--- src/rtl/chg_arbiter.sv ---
// Change-detect scheduler: round-robin forwards the latest value of each changed channel; `CHG_ARBITER_OVERRUN_EN adds sticky overrun flags.
// Latency: input change to o_stb is two clocks (capture edge, then grant edge).
// Backpressure: o_stb/o_chan/o_data hold while i_busy; changes keep being captured and coalesce per channel.
module chg_arbiter #(
    parameter int LGNCHAN = 2,
    parameter int DW      = 32
) (
    input  logic                      i_clk,
    input  logic                      i_reset,
    input  logic [(1<<LGNCHAN)*DW-1:0] i_data,
    output logic                      o_stb,
    output logic [LGNCHAN-1:0]        o_chan,
    output logic [DW-1:0]             o_data,
    input  logic                      i_busy,
    output logic [(1<<LGNCHAN)-1:0]   o_pending
`ifdef CHG_ARBITER_OVERRUN_EN
    ,
    input  logic [(1<<LGNCHAN)-1:0]   i_clr_overrun,
    output logic [(1<<LGNCHAN)-1:0]   o_overrun
`endif
);

    localparam int NCHAN = 1 << LGNCHAN;

    logic [DW-1:0]      r_last [NCHAN];
    logic [NCHAN-1:0]   changed;
    logic [LGNCHAN-1:0] rr;
    logic [LGNCHAN-1:0] scan_idx;
    logic [LGNCHAN-1:0] gnt_idx;
    logic               gnt_found;
    logic               advance;
    logic               gnt_fire;
    logic [NCHAN-1:0]   gnt_onehot;
    logic [NCHAN-1:0]   pending_nxt;

    always_comb begin
        changed = '0;
        for (int k = 0; k < NCHAN; k++) begin
            changed[k] = (i_data[k*DW +: DW] != r_last[k]);
        end
    end

    // First pending channel at or after the round-robin pointer, modulo NCHAN.
    always_comb begin
        gnt_found = 1'b0;
        gnt_idx   = '0;
        scan_idx  = '0;
        for (int i = 0; i < NCHAN; i++) begin
            scan_idx = rr + LGNCHAN'(i);
            if (!gnt_found && o_pending[scan_idx]) begin
                gnt_found = 1'b1;
                gnt_idx   = scan_idx;
            end
        end
    end

    assign advance    = !o_stb || !i_busy;
    assign gnt_fire   = advance && gnt_found;
    assign gnt_onehot = gnt_fire ? (NCHAN'(1) << gnt_idx) : '0;

    // A change landing on the granting edge re-arms the flag, so the new value follows later.
    assign pending_nxt = changed | (o_pending & ~gnt_onehot);

    always_ff @(posedge i_clk or posedge i_reset) begin
        if (i_reset) begin
            for (int k = 0; k < NCHAN; k++) begin
                r_last[k] <= '0;
            end
            o_pending <= '0;
        end else begin
            for (int k = 0; k < NCHAN; k++) begin
                if (changed[k]) begin
                    r_last[k] <= i_data[k*DW +: DW];
                end
            end
            o_pending <= pending_nxt;
        end
    end

    always_ff @(posedge i_clk or posedge i_reset) begin
        if (i_reset) begin
            o_stb  <= 1'b0;
            o_chan <= '0;
            o_data <= '0;
            rr     <= '0;
        end else if (advance) begin
            if (gnt_found) begin
                o_stb  <= 1'b1;
                o_chan <= gnt_idx;
                o_data <= r_last[gnt_idx];
                rr     <= gnt_idx + 1'b1;
            end else begin
                o_stb  <= 1'b0;
            end
        end
    end

`ifdef CHG_ARBITER_OVERRUN_EN
    logic [NCHAN-1:0] ovr_set;

    // Dropped intermediate value: a change while still pending and not being granted now.
    assign ovr_set = changed & o_pending & ~gnt_onehot;

    always_ff @(posedge i_clk or posedge i_reset) begin
        if (i_reset) begin
            o_overrun <= '0;
        end else begin
            o_overrun <= ovr_set | (o_overrun & ~i_clr_overrun);
        end
    end
`endif

endmodule

--- config.mk ---
export PLATFORM = sky130hd
export DESIGN_NAME = chg_arbiter
export DESIGN_NICKNAME = d
export VERILOG_FILES = /design/src/rtl/chg_arbiter.sv
export SDC_FILE = /design/constraint.sdc
export NUM_CORES = 1
export LEC_CHECK = 0
export CAP_MARGIN = 20
export CORE_MARGIN = 2
export CORE_UTILIZATION = 46
export DETAILED_ROUTE_END_ITERATION = 10
export PLACE_DENSITY = 0.79
export SLEW_MARGIN = 20
export SYNTH_ARGS = -nofsm -noshare
export SYNTH_HDL_FRONTEND = slang
export SYNTH_SLANG_ARGS = --single-unit
--- constraint.sdc ---
create_clock -name i_clk -period 5.4 [get_ports i_clk]
set_input_delay 0.54 -clock i_clk [delete_from_list [all_inputs] [get_ports i_clk]]
set_output_delay 0.54 -clock i_clk [all_outputs]
set_load 0.01 [all_outputs]
Fig. 1: run 1, metal 1
Scale: 2 px per micron. Supply wires on this layer in grey.
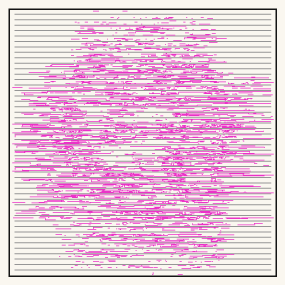
The longest straight run is 52.9 microns. The layer holds 41% of the routed length. 776 nets have wire on it.
vias post-DR: 5509
global-route met1 utilization: 33.1%
Total Wirelength: 21600 microns

Fig. 2: run 1, local utilization
Scale: 3 px per micron. The die is cut into 13 by 13 equal tiles; white is low, dark blue is high, 0 to 100% covered.
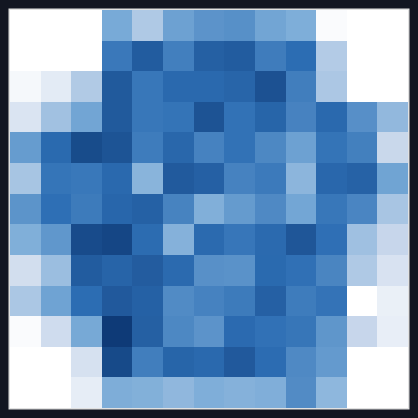
The fullest tile reaches 96%. 28% of the tiles are over 75% full. 12% of the tiles are nearly empty. The mean over all tiles is 53%.
effective utilization at floorplan: 46.4%
core outline area: 16400 sq um
utilization after layout: 58.8%

==> results.md, run 1 <==
| Group | Result | Reported |
|---|---|---|
| outcome | Outcome | finished clean |
| clock network | Number of sinks driven by the clock tree | 169 |
| clock network | Maximum count of clock buffers along a single path | 2 |
| detailed routing | Via density per instance | 5.65 |
| power and ir drop | Leading power group | sequential cells |
| floorplanning | Count of boundary I/O pins | 170 |
| power and ir drop | Combinational Power | 0.00135 W |
| run | Number of warnings in the stage logs | 26 |
| final timing | RSZ-0062 raised after global routing | no |
| power and ir drop | Total Power Consumption | 0.00425 W |
| logic synthesis | Flip-flops with a built-in enable | 0 |
| finish | Share of layout cells above drive strength 1 | 5.56% |
| logic synthesis | Compound-Gate Fraction of Synth Area | 10.8% |
| clock network | Total clock buffers created by CTS | 17 |
| logic synthesis | Yosys cell count | 702 |
| logic synthesis | Number of register bits inferred by synthesis | 169 |
| place | Buffers added on ports | 169 |
| final timing | Worst-margin pin slew | 0.876 ns |
| logic synthesis | Largest area contributor in the netlist | dfrtp_1 |
| setup path | Category of the critical setup timing path | reg -> reg |
| final timing | Worst setup margin | 2.92 ns |
| logic synthesis | Area fraction in and, or, nand and nor cells | 6.55% |
| logic synthesis | Mux share of post-synthesis cell area | 4.20% |
| finish | Layout Cell Area excl Fill | 9640 sq um |
| logic synthesis | Adder-Cell Fraction of Synth Area | 0% |
| place | Detail Placement HPWL | 16500 microns |
| clock network | Resize count post-CTS | 0 |
| place | Pre-CTS WS | 2.72 ns |
| setup path | Count of buffering cells on the critical path with inverters included | 1 |
| power and ir drop | Power density normalized to cell area | 441 nW/um^2 |
| setup path | Nature of the critical path endpoint | register |
| clock network | Post-CTS Setup Inserts | 0 |
| logic synthesis | Distinct lib cells used | 31 |
| clock network | TritonCTS clock tree | yes |
| finish | Area occupied by multi-input gates | 2770 sq um |
| detailed routing | Remaining antenna violation count after routing | 0 |
| logic synthesis | Xor and xnor fraction of the mapped netlist area | 14.7% |
| grt | Via count of the first global-routing pass | 5789 |
| detailed routing | First-iteration detailed-routing DRC count | 463 |
| logic synthesis | Synthesized area per cell | 10.9 sq um |
| detailed routing | DR pass1 iterations | 4 |
| setup path | CP delay by family, top | AND-OR/OR-AND gates |
| detailed routing | Routed WL per cell | 22.1 microns |
| power and ir drop | Power Sequential | 0.00164 W |
| finish | Post-layout nets | 873 |
| clock network | Clock-pin slew reported for the worst setup and hold paths after clock tree synthesis | 0.06 ns |
| floorplanning | Horizontal die size | 133 microns |
| finish | Register area | 4230 sq um |
| final timing | Final cycle utilization of the critical path | 46.0% |
| grt | Total overflow reported by the global router | 0 |
| place | Inst Count DP | 942 |
| power and ir drop | NetSw | 0.00139 W |
| logic synthesis | Yosys chip area | 7620 sq um |
| logic synthesis | Proportion of synthesized chip area in sequential cells | 55.5% |
| run | Maxcap violations | 0 |
| logic synthesis | Top area contributor share | 55.5% |
| finish | Fillers | 1302 |
| place | Placer Congestion | 0.878 |
| final timing | Final hold violations | 0 |
| setup path | Data arrival time at the worst-slack endpoint | 2.79 ns |
| logic synthesis | Count of synthesis-stage warnings from yosys | 0 |
| final timing | Post-route minimum period | 2.48 ns |
| setup path | Cells along the critical path | nor2b_1 -> nor2_1 -> o221ai_4 -> buf_4 -> mux2i_1 -> o22ai_1 |
| grt | First-pass GRT wire length | 33300 microns |
| logic synthesis | Most used standard cells in the synthesized netlist | dfrtp_1 (169), clkbuf_1 (139), xor2_1 (128), o21ai_0 (37), nor2_1 (34) |
| setup path | Worst setup SP type | register |
| final timing | Max frequency | 402 MHz |
| final timing | Final number of max-transition violations | 0 |
| detailed routing | DR DRC count | 0 |
| power and ir drop | Sequential power share | 38.6% |
| finish | Commonest cells after routing, fill and taps aside | clkdlybuf4s50_1 (169), dfrtp_1 (169), xor2_1 (128), o21ai_0 (37), nor2_1 (34) |
| power and ir drop | Maximum resistive drop on vdd | 296 uV |
| clock network | Root buf cell | clkbuf_16 |
| logic synthesis | Top non-seq family | XOR/XNOR gates |
| final timing | Accumulated negative setup slack | 0 ns |
| place | Instance area at placement | 9020 sq um |
| floorplanning | Row cnt | 47 |
| finish | Area Overhead vs Synth | 26.6% |
| logic synthesis | Net count entering floorplan | 833 |
| setup path | Critical-path maximum fanout | 18 |
| grt | GRT Total Usage | 25.4% |
| hold path | Classification of the worst-slack hold path | reg -> reg |
| power and ir drop | Combinational group share of total power | 31.8% |
| grt | Largest net degree at the start of global routing | 92 |
| final timing | Worst relative slew slack | 41.6% |
| setup path | Critical path's slowest cell | o221ai_4 |
| logic synthesis | Synth Instances | 702 |
| grt | Number of antenna violations at the first check in global routing | 0 |
| floorplanning | Total die area | 17600 sq um |
| setup path | Data required time at the worst endpoint | 5.71 ns |
| setup path | Worst path max stage delay | 0.63 ns |
| clock network | Post-cts hold buffer count | 0 |
| finish | Diodes inserted | 0 |
| finish | Cell Count, Final, Fillers Out | 975 |
| logic synthesis | Count leader, synth | dfrtp_1 |
| logic synthesis | Proportion of register bits with asynchronous set or reset after synthesis | 100% |
| logic synthesis | Ys flop type | dfrtp_1 |
| final timing | Final setup viols | 0 |
| logic synthesis | Largest cells by area | dfrtp_1 (56%), xor2_1 (15%), clkbuf_1 (6.8%) |
| power and ir drop | Switching portion of total power | 32.8% |
| floorplanning | Die height | 133 microns |
| power and ir drop | Internal power component | 0.00286 W |
| clock network | CTS H-tree lvls | 4 |
| power and ir drop | Pleak | 4.01 nW |
| logic synthesis | Cell area after synthesis | 7620 sq um |
Fig. 3: run 1, clock network drawn from the DEF
Scale: 3 px per micron.
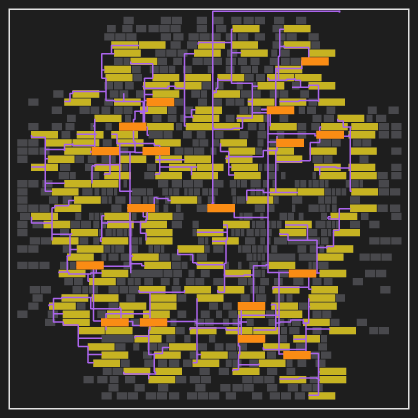
clock drivers: marked orange, count 17. clock wires: marked purple, length 1880 microns. flip-flops: marked yellow, count 169.
Position of the flops: widely spread.
setup skew after layout: 0.00858 ns
Worst-Skew Late Latency: 0.43 ns
P_clk: 0.00126 W
part of the power in the clock network: 29.6%

==> run 1: path summary, 6_finish.rpt <==
check / startpoint / end / slack [ns] / depth (start not counted)
worst max-delay path: o_pending[1] / o_data[14] / 2.92 / 6
max in group asynchronous: i_reset / r_last[66] / 3.71 / 3
min in group asynchronous: i_reset / r_last[8] / 0.65 / 2
worst min register to register: o_chan[1] / o_chan[1] / 0.49 / 2
worst min-delay path: o_chan[1] / o_chan[1] / 0.49 / 2
worst max register to register: o_pending[1] / o_data[14] / 2.92 / 6
==> run 1: worst reg2reg max path: stages (launching register included) <==
cell,delay (ns)
dfrtp_1,0.52
nor2b_1,0.25
nor2_1,0.11
o221ai_4,0.63
buf_4,0.45
mux2i_1,0.29
o22ai_1,0.11
==> run 1: cell type report <==
cell class / count / area share [%]
Clock inverter: 11 / 1.50
Inverter: 2 / 0.130
Sequential cell: 169 / 43.9
Timing Repair Buffer: 175 / 18.0
Tap cell: 220 / 2.85
Multi-Input combinational cell: 377 / 28.7
Clock buffer: 21 / 4.88
==> run 1: registers in the layout (all words and copies together) (netlist names) <==
name	count
rr	2
o_data	32
r_last	128
o_stb	1
o_chan	2
o_pending	4
==> run 1: metal layers <==
metal  part of all wire, %  GRT usage [%]  wire length, microns
met1                    41           33.1                  8800
met2                    48           40.3                 10500
met3                   6.1           4.87                  1320
met4                   4.6           13.7                   994
met5                     0              0                     0
==> run 1: logic make-up (layout without fill, tap and decap cells) <==
logic type | Yosys count | count (layout)
mux | 32 | 32
compound gates | 119 | 119
flops | 169 | 169
simple gates | 98 | 98
buf+inv | 156 | 209
xor+xnor | 128 | 128
==> run 1: stage by stage <==
stage	utilization (%)	hold slack [ns]
after floorplan	-	0.514
after global placement	55.0	0.468
after detailed placement	55.0	0.476
after CTS	58.7	0.490
after global routing	58.8	0.524
final	58.8	0.486
==> run 2: changes to the inputs <==
CORE_UTILIZATION = 51   (was 46)
PLACE_DENSITY = 0.83   (was 0.79)
clock period = 2.4 ns   (was 5.4 ns; I/O delays follow)
Fig. 4: run 2, local utilization
Scale: 3 px per micron. The die is cut into 13 by 13 equal tiles; white is low, dark blue is high, 0 to 100% covered.
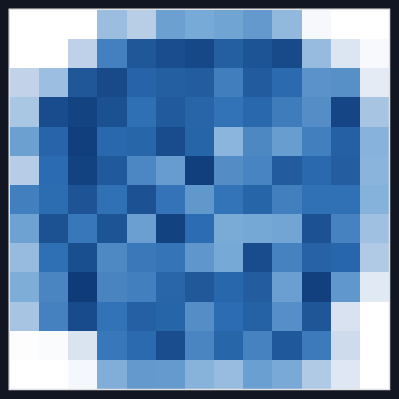
37% of the tiles are over 75% full. 7.7% of the tiles are nearly empty. The fullest tile reaches 96%. The mean over all tiles is 59%.
effective utilization at floorplan: 52.2%
core outline area: 14600 sq um
utilization after layout: 66.3%

Fig. 5: run 2, signal wires on met3
Scale: 4 px per micron. Cells faint in the background.
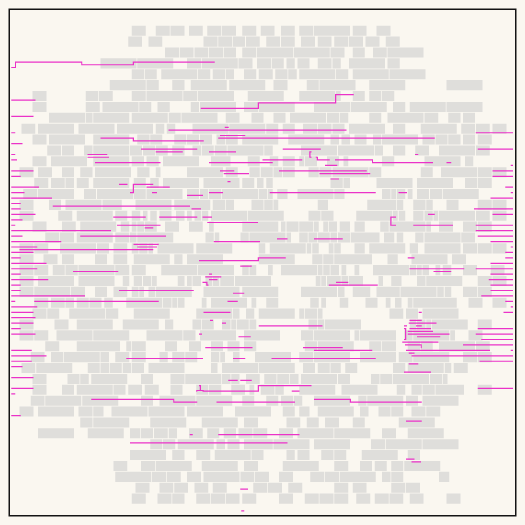
The layer holds 7.3% of the routed length. The wires run mostly horizontal.
vias post-DR: 5504
met3 routing resource usage after global routing: 6.92%
Total Wirelength: 21300 microns

==> run 2 against run 1 <==
Via count is essentially flat. Sequential share of layout area down 0.10 points. Clock-buffer cell count decreased by 1. Synthesized cell count unchanged. Clock power is 110% higher. Area after synthesis unchanged. Largest cell class unchanged. Highest routed layer unchanged. Cell area grew 0.23%.
==> results.md, run 2 <==
| Group | Result | Reported | Change |
|---|---|---|---|
| outcome | Outcome | finished clean | unchanged |
| detailed routing | Via density per instance | 5.82 | was 5.65 |
| grt | Number of antenna violations at the first check in global routing | 0 | unchanged |
| logic synthesis | Count of synthesis-stage warnings from yosys | 0 | unchanged |
| setup path | Data required time at the worst endpoint | 2.69 ns | was 5.71 ns |
| logic synthesis | Cell area after synthesis | 7620 sq um | unchanged |
| logic synthesis | Most used standard cells in the synthesized netlist | dfrtp_1 (169), clkbuf_1 (139), xor2_1 (128), o21ai_0 (37), nor2_1 (34) | unchanged |
| detailed routing | Met2 wire length | 10600 microns | was 10500 microns |
| place | Placer Congestion | 0.926 | was 0.878 |
| power and ir drop | Leading power group | sequential cells | unchanged |
| setup path | Nature of the critical path endpoint | register | unchanged |
| logic synthesis | Number of register bits inferred by synthesis | 169 | unchanged |
| final timing | Worst relative slew slack | 48.8% | was 41.6% |
| floorplanning | Count of boundary I/O pins | 170 | unchanged |
| logic synthesis | Count leader, synth | dfrtp_1 | unchanged |
| power and ir drop | Part of the power in the clock network | 28.4% | was 29.6% |
| final timing | Final hold violations | 0 | unchanged |
| final timing | Worst setup margin | 0.236 ns | was 2.92 ns |
| detailed routing | Wire length the detailed router placed on met1 | 8690 microns | was 8800 microns |
| logic synthesis | Flip-flops with a built-in enable | 0 | unchanged |
| clock network | TritonCTS clock tree | yes | unchanged |
| setup path | Critical-path maximum fanout | 13 | was 18 |
| run | Number of warnings in the stage logs | 26 | unchanged |
| finish | Number of flip-flops under the largest register name | 128 | unchanged |
| power and ir drop | Power density normalized to cell area | 985 nW/um^2 | was 441 nW/um^2 |
| setup path | Capture point of the worst reg-to-reg path | o_data[5] | was o_data[14] |
| finish | Post-layout nets | 881 | was 873 |
| grt | GRT Total Usage | 27.4% | was 25.4% |
| clock network | Number of sinks driven by the clock tree | 169 | unchanged |
| grt | Global-route met1 utilization | 35.7% | was 33.1% |
| setup path | Reg2Reg Launch Point | o_pending[3] | was o_pending[1] |
| final timing | Worst-margin pin slew | 0.768 ns | was 0.876 ns |
| logic synthesis | Distinct lib cells used | 31 | unchanged |
| logic synthesis | Yosys cell count | 702 | unchanged |
| detailed routing | Top metal layer carrying routed signals | met4 | unchanged |
| final timing | Worst hold margin | 0.200 ns | was 0.486 ns |
| logic synthesis | Largest area contributor in the netlist | dfrtp_1 | unchanged |
| logic synthesis | Synth Instances | 702 | unchanged |
| power and ir drop | NetSw | 0.00317 W | was 0.00139 W |
| final timing | Final number of max-transition violations | 0 | unchanged |
| place | Pre-CTS WS | 0.313 ns | was 2.72 ns |
| finish | Share of layout cells above drive strength 1 | 6.31% | was 5.56% |
| power and ir drop | Combinational group share of total power | 32.7% | was 31.8% |
| final timing | Max frequency | 462 MHz | was 402 MHz |
| detailed routing | DR DRC count | 0 | unchanged |
| clock network | Root buf cell | clkbuf_16 | unchanged |
| detailed routing | Remaining antenna violation count after routing | 0 | unchanged |
| floorplanning | Horizontal die size | 126 microns | was 133 microns |
| grt | Most Crowded Layer GR | met2 | unchanged |
| detailed routing | DR pass1 iterations | 6 | was 4 |
| detailed routing | First-iteration detailed-routing DRC count | 570 | was 463 |
| floorplanning | Die height | 126 microns | was 133 microns |
| finish | Most flop-heavy register | r_last | unchanged |
| detailed routing | DR WL met3 | 1560 microns | was 1320 microns |
| logic synthesis | Yosys chip area | 7620 sq um | unchanged |
| power and ir drop | P_clk | 0.00270 W | was 0.00126 W |
| logic synthesis | Proportion of synthesized chip area in sequential cells | 55.5% | unchanged |
| power and ir drop | Maximum resistive drop on vdd | 720 uV | was 296 uV |
| final timing | Accumulated negative setup slack | 0 ns | unchanged |
| final timing | RSZ-0062 raised after global routing | no | unchanged |
==> run 2: cell count changes in the layout (fill, tap and decap cells not counted) <==
cell,delta
clkinvlp_4,+2
buf_4,+5
buf_6,-1
bufinv_16,-1
clkinv_2,-2
clkbuf_8,-1
buf_12,+4
==> run 2: worst max path at each step <==
stage | to | from | slack (ns) | cells past startpoint
5_1_grt | o_data[31] | o_pending[3] | 0.10 | 5
3_5_place_dp | o_pending[3] | i_data[113] | 0.31 | 6
3_3_place_gp | o_pending[3] | i_data[113] | 0.29 | 6
2_1_floorplan | o_chan[0] | i_reset | 0.005 | 1
6_report | o_data[5] | o_pending[3] | 0.24 | 5
4_1_cts | o_data[9] | o_pending[3] | 0.30 | 5
==> run 2: metrics by stage <==
stage / cells / instance area, sq um
after floorplan: 702 / 7620
after global placement: 915 / 9090
after detailed placement: 915 / 9090
after CTS: 945 / 9670
after global routing: 945 / 9670
final: 945 / 9670
==> run 2: area by class of cell <==
type,count,area [sq um],share of cell area [%]
clock inverter,10,121,1.26
sequential,169,4230,43.7
clock buffer,20,457,4.72
multi-input combinational,377,2770,28.7
tap,184,230,2.38
inverter,2,11.3,0.116
timing repair buffer,183,1850,19.1
==> run 2: critical path: stages (launching register included) <==
cell      delay, ns
dfrtp_1        0.63
o21ai_0        0.17
o211a_1        0.32
buf_4          0.27
a221oi_1       0.48
o22ai_1        0.15
==> run 2: cell families (layout without fill, tap and decap cells) <==
kind of cell / count (synthesis) / after routing / synth area share (%)
AND/OR/NAND/NOR: 98 / 98 / 6.55
AND-OR/OR-AND: 119 / 119 / 10.8
flip-flops: 169 / 169 / 55.5
multiplexers: 32 / 32 / 4.20
XOR/XNOR: 128 / 128 / 14.7
buffers and inverters: 156 / 215 / 8.28
==> run 3: changes to the inputs <==
CAP_MARGIN = default   (was 20)
MAX_ROUTING_LAYER = met4   (was default)
Fig. 6: run 3, metal 1
Scale: 2 px per micron. Supply wires on this layer in grey.
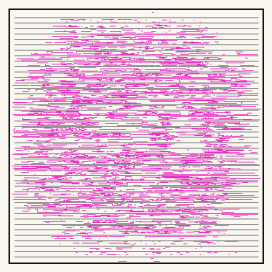
The layer holds 42% of the routed length. The layer carries 8910 microns of wire. The longest straight run is 46.5 microns. 789 nets have wire on it. The wires run mostly horizontal.
vias post-DR: 5505
global-route met1 utilization: 36.4%
Total Wirelength: 21000 microns

Fig. 7: run 3, clock network drawn from the DEF
Scale: 3 px per micron.
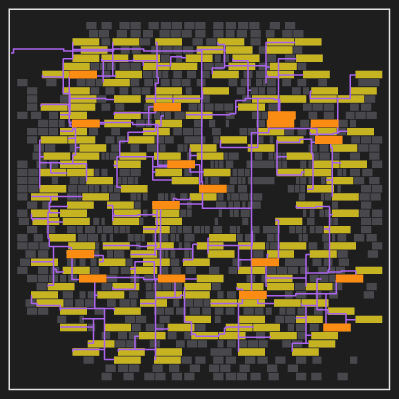
clock drivers: marked orange, count 17. flip-flops: marked yellow, count 169. clock wires: marked purple, length 1930 microns.
There are 18 routed clock nets. Position of the flops: widely spread.
Worst-Skew Late Latency: 0.42 ns
setup skew after layout: 0.00614 ns
P_clk: 0.00239 W

==> run 3 against run 2 <==
Die size is the same. Global-route usage is 0.50 points higher. Worst hold slack better by 0.033 ns. Area after synthesis unchanged. Worst setup slack got worse by 0.088 ns. Register-to-register slack lost 0.09 ns. Final cell count is 0.21% higher. Clock-buffer cell count is 3 higher. Fmax is 3.9% lower. First-iteration DRC count unchanged. Critical path depth unchanged. Largest cell class unchanged. Highest routed layer unchanged.
==> results.md, run 3 <==
| Group | Result | Reported | Change |
|---|---|---|---|
| final timing | Final cycle utilization of the critical path | 93.8% | was 90.2% |
| logic synthesis | Cell area after synthesis | 7620 sq um | unchanged |
| clock network | Resize count post-CTS | 0 | unchanged |
| finish | Most flop-heavy register | r_last | unchanged |
| logic synthesis | Yosys cell count | 702 | unchanged |
| finish | Diodes inserted | 0 | unchanged |
| grt | First-pass GRT wire length | 32200 microns | was 32500 microns |
| setup path | Category of the critical setup timing path | reg -> reg | unchanged |
| detailed routing | Via density per instance | 5.81 | was 5.82 |
| detailed routing | Top metal layer carrying routed signals | met4 | unchanged |
| final timing | Post-route minimum period | 2.25 ns | was 2.16 ns |
| clock network | Post-CTS Setup Inserts | 0 | unchanged |
| grt | Met3 routing resource usage after global routing | 6.37% | was 6.92% |
| grt | Number of antenna violations at the first check in global routing | 0 | unchanged |
| clock network | Clock-pin slew reported for the worst setup and hold paths after clock tree synthesis | 0.06 ns | about the same |
| finish | Utilization after layout | 65.9% | was 66.3% |
| run | Maxcap violations | 0 | unchanged |
| final timing | Worst-margin pin slew | 0.745 ns | was 0.768 ns |
| grt | Largest net degree at the start of global routing | 52 | was 89 |
| grt | Total overflow reported by the global router | 0 | unchanged |
| finish | Share of layout cells above drive strength 1 | 5.90% | was 6.31% |
| clock network | Number of sinks driven by the clock tree | 169 | unchanged |
| floorplanning | Total die area | 15900 sq um | unchanged |
| grt | GR Layer Usage met2 | 42.6% | was 44.9% |
| run | Number of warnings in the stage logs | 26 | unchanged |
| final timing | Final hold violations | 0 | unchanged |
| floorplanning | Count of boundary I/O pins | 170 | unchanged |
| logic synthesis | Net count entering floorplan | 833 | unchanged |
| power and ir drop | Power density normalized to cell area | 954 nW/um^2 | was 985 nW/um^2 |
| logic synthesis | Mux share of post-synthesis cell area | 4.20% | unchanged |
| setup path | Data arrival time at the worst-slack endpoint | 2.54 ns | was 2.46 ns |
| logic synthesis | Largest cells by area | dfrtp_1 (56%), xor2_1 (15%), clkbuf_1 (6.8%) | unchanged |
| logic synthesis | Synth Instances | 702 | unchanged |
| hold path | Classification of the worst-slack hold path | in -> async | unchanged |
| power and ir drop | Pleak | 4.01 nW | was 4.04 nW |
| clock network | Root buf cell | clkbuf_16 | unchanged |
| detailed routing | DR pass1 iterations | 6 | unchanged |
| clock network | TritonCTS clock tree | yes | unchanged |
| logic synthesis | Top area contributor share | 55.5% | unchanged |
| finish | Commonest cells after routing, fill and taps aside | clkdlybuf4s50_1 (169), dfrtp_1 (169), xor2_1 (128), o21ai_0 (37), nor2_1 (34) | unchanged |
| logic synthesis | Adder-Cell Fraction of Synth Area | 0% | unchanged |
| floorplanning | Core outline area | 14600 sq um | unchanged |
| finish | Post-layout nets | 883 | was 881 |
| detailed routing | Met2 wire length | 10000 microns | was 10600 microns |
| logic synthesis | Most used standard cells in the synthesized netlist | dfrtp_1 (169), clkbuf_1 (139), xor2_1 (128), o21ai_0 (37), nor2_1 (34) | unchanged |
| finish | Area Overhead vs Synth | 26.2% | was 26.9% |
| logic synthesis | Number of register bits inferred by synthesis | 169 | unchanged |
| detailed routing | Remaining antenna violation count after routing | 0 | unchanged |
| clock network | Total clock buffers created by CTS | 17 | unchanged |
| logic synthesis | Proportion of register bits with asynchronous set or reset after synthesis | 100% | unchanged |
| setup path | Critical-path maximum fanout | 13 | unchanged |
| final timing | Final setup viols | 0 | unchanged |
| final timing | RSZ-0062 raised after global routing | no | unchanged |
| setup path | Nature of the critical path endpoint | register | unchanged |
| logic synthesis | Area fraction in and, or, nand and nor cells | 6.55% | unchanged |
| finish | Number of flip-flops under the largest register name | 128 | unchanged |
| detailed routing | Routed WL per cell | 22.2 microns | was 22.6 microns |
| place | Detail Placement HPWL | 16100 microns | about the same |
| logic synthesis | Top non-seq family | XOR/XNOR gates | unchanged |
| logic synthesis | Flip-flops with a built-in enable | 0 | unchanged |
| floorplanning | Row cnt | 44 | unchanged |
| final timing | Accumulated negative setup slack | 0 ns | unchanged |
| grt | Most Crowded Layer GR | met2 | unchanged |
| detailed routing | Wire length the detailed router placed on met1 | 8910 microns | was 8690 microns |
| logic synthesis | Synthesized area per cell | 10.9 sq um | unchanged |
| grt | Via count of the first global-routing pass | 5656 | was 5643 |
| detailed routing | First-iteration detailed-routing DRC count | 570 | unchanged |
| logic synthesis | Count leader, synth | dfrtp_1 | unchanged |
| detailed routing | DR DRC count | 0 | unchanged |
| floorplanning | Die height | 126 microns | unchanged |
| grt | GRT Total Usage | 27.9% | was 27.4% |
| floorplanning | Effective utilization at floorplan | 52.2% | unchanged |
| clock network | Maximum count of clock buffers along a single path | 2 | unchanged |
| clock network | CTS H-tree lvls | 4 | unchanged |
| finish | Registers with the most flip-flops | r_last: 128 flops, o_data: 32 flops, o_pending: 4 flops | unchanged |
| final timing | Max frequency | 444 MHz | was 462 MHz |
| logic synthesis | Xor and xnor fraction of the mapped netlist area | 14.7% | unchanged |
| detailed routing | DR WL met3 | 1470 microns | was 1560 microns |
| place | Placer Congestion | 0.922 | was 0.926 |
| final timing | Worst relative slew slack | 50.3% | was 48.8% |
| floorplanning | Horizontal die size | 126 microns | unchanged |
| logic synthesis | Ys flop type | dfrtp_1 | unchanged |
| logic synthesis | Compound-Gate Fraction of Synth Area | 10.8% | unchanged |
| outcome | Outcome | finished clean | unchanged |
| setup path | Worst setup SP type | register | unchanged |
| setup path | Data required time at the worst endpoint | 2.68 ns | was 2.69 ns |
| logic synthesis | Count of synthesis-stage warnings from yosys | 0 | unchanged |
| final timing | Final number of max-transition violations | 0 | unchanged |
| logic synthesis | Proportion of synthesized chip area in sequential cells | 55.5% | unchanged |
| logic synthesis | Largest area contributor in the netlist | dfrtp_1 | unchanged |
| clock network | Post-cts hold buffer count | 0 | unchanged |
| place | Buffers added on ports | 169 | unchanged |
| logic synthesis | Yosys chip area | 7620 sq um | unchanged |
| logic synthesis | Distinct lib cells used | 31 | unchanged |
| power and ir drop | Maximum resistive drop on vdd | 634 uV | was 720 uV |
-- run 3: critical path, stage by stage (launching register included) --
cell      delay, ns
dfrtp_1        0.62
o21ai_0        0.20
o211a_1        0.33
buf_4          0.27
a221oi_1       0.54
o22ai_1        0.16
-- run 3: stage by stage --
| stage | instance area (sq um) | cells | total power (W) | setup WS, ns | hold slack, ns |
|---|---|---|---|---|---|
| after floorplan | 7620 | 702 | 0.00539 | 0.00527 | 0.338 |
| after global placement | 9120 | 917 | 0.00672 | 0.273 | 0.469 |
| after detailed placement | 9120 | 917 | 0.00678 | 0.240 | 0.468 |
| after CTS | 9610 | 947 | 0.00917 | 0.231 | 0.240 |
| after global routing | 9610 | 947 | 0.00955 | 0.176 | 0.256 |
| final | 9610 | 947 | 0.00917 | 0.148 | 0.233 |
-- run 3: final timing paths --
path	from	end	slack, ns	cells past startpoint
worst max register to register	o_pending[3]	o_data[9]	0.15	5
min in group i_clk	i_data[84]	r_last[52]	0.30	1
max in group asynchronous	i_reset	r_last[111]	1.53	3
worst min register to register	o_chan[0]	o_chan[0]	0.48	1
worst max-delay path	o_pending[3]	o_data[9]	0.15	5
worst min-delay path	i_reset	r_last[55]	0.23	2
-- run 3: layout make-up --
cell class,instances,area (sq um)
multi-input combinational,377,2770
clock inverter,7,50.0
tap,184,230
sequential,169,4230
timing repair buffer,185,1870
clock buffer,23,448
inverter,2,11.3
fill,1069,4970
-- run 3: cell families after synthesis --
family	Yosys count
DFF	169
xor gates and xnor gates	128
buffers and inverters	156
AOI/OAI and AO/OA	119
and+or+nand+nor	98
muxes	32
-- run 3: power by group --
part           internal [W]  switching [W]
Combinational       0.00152        0.00157
Sequential          0.00326       0.000427
Clock               0.00131        0.00108
Total               0.00609        0.00308
No activity file was given, so power comes from the tool's default toggle rates.
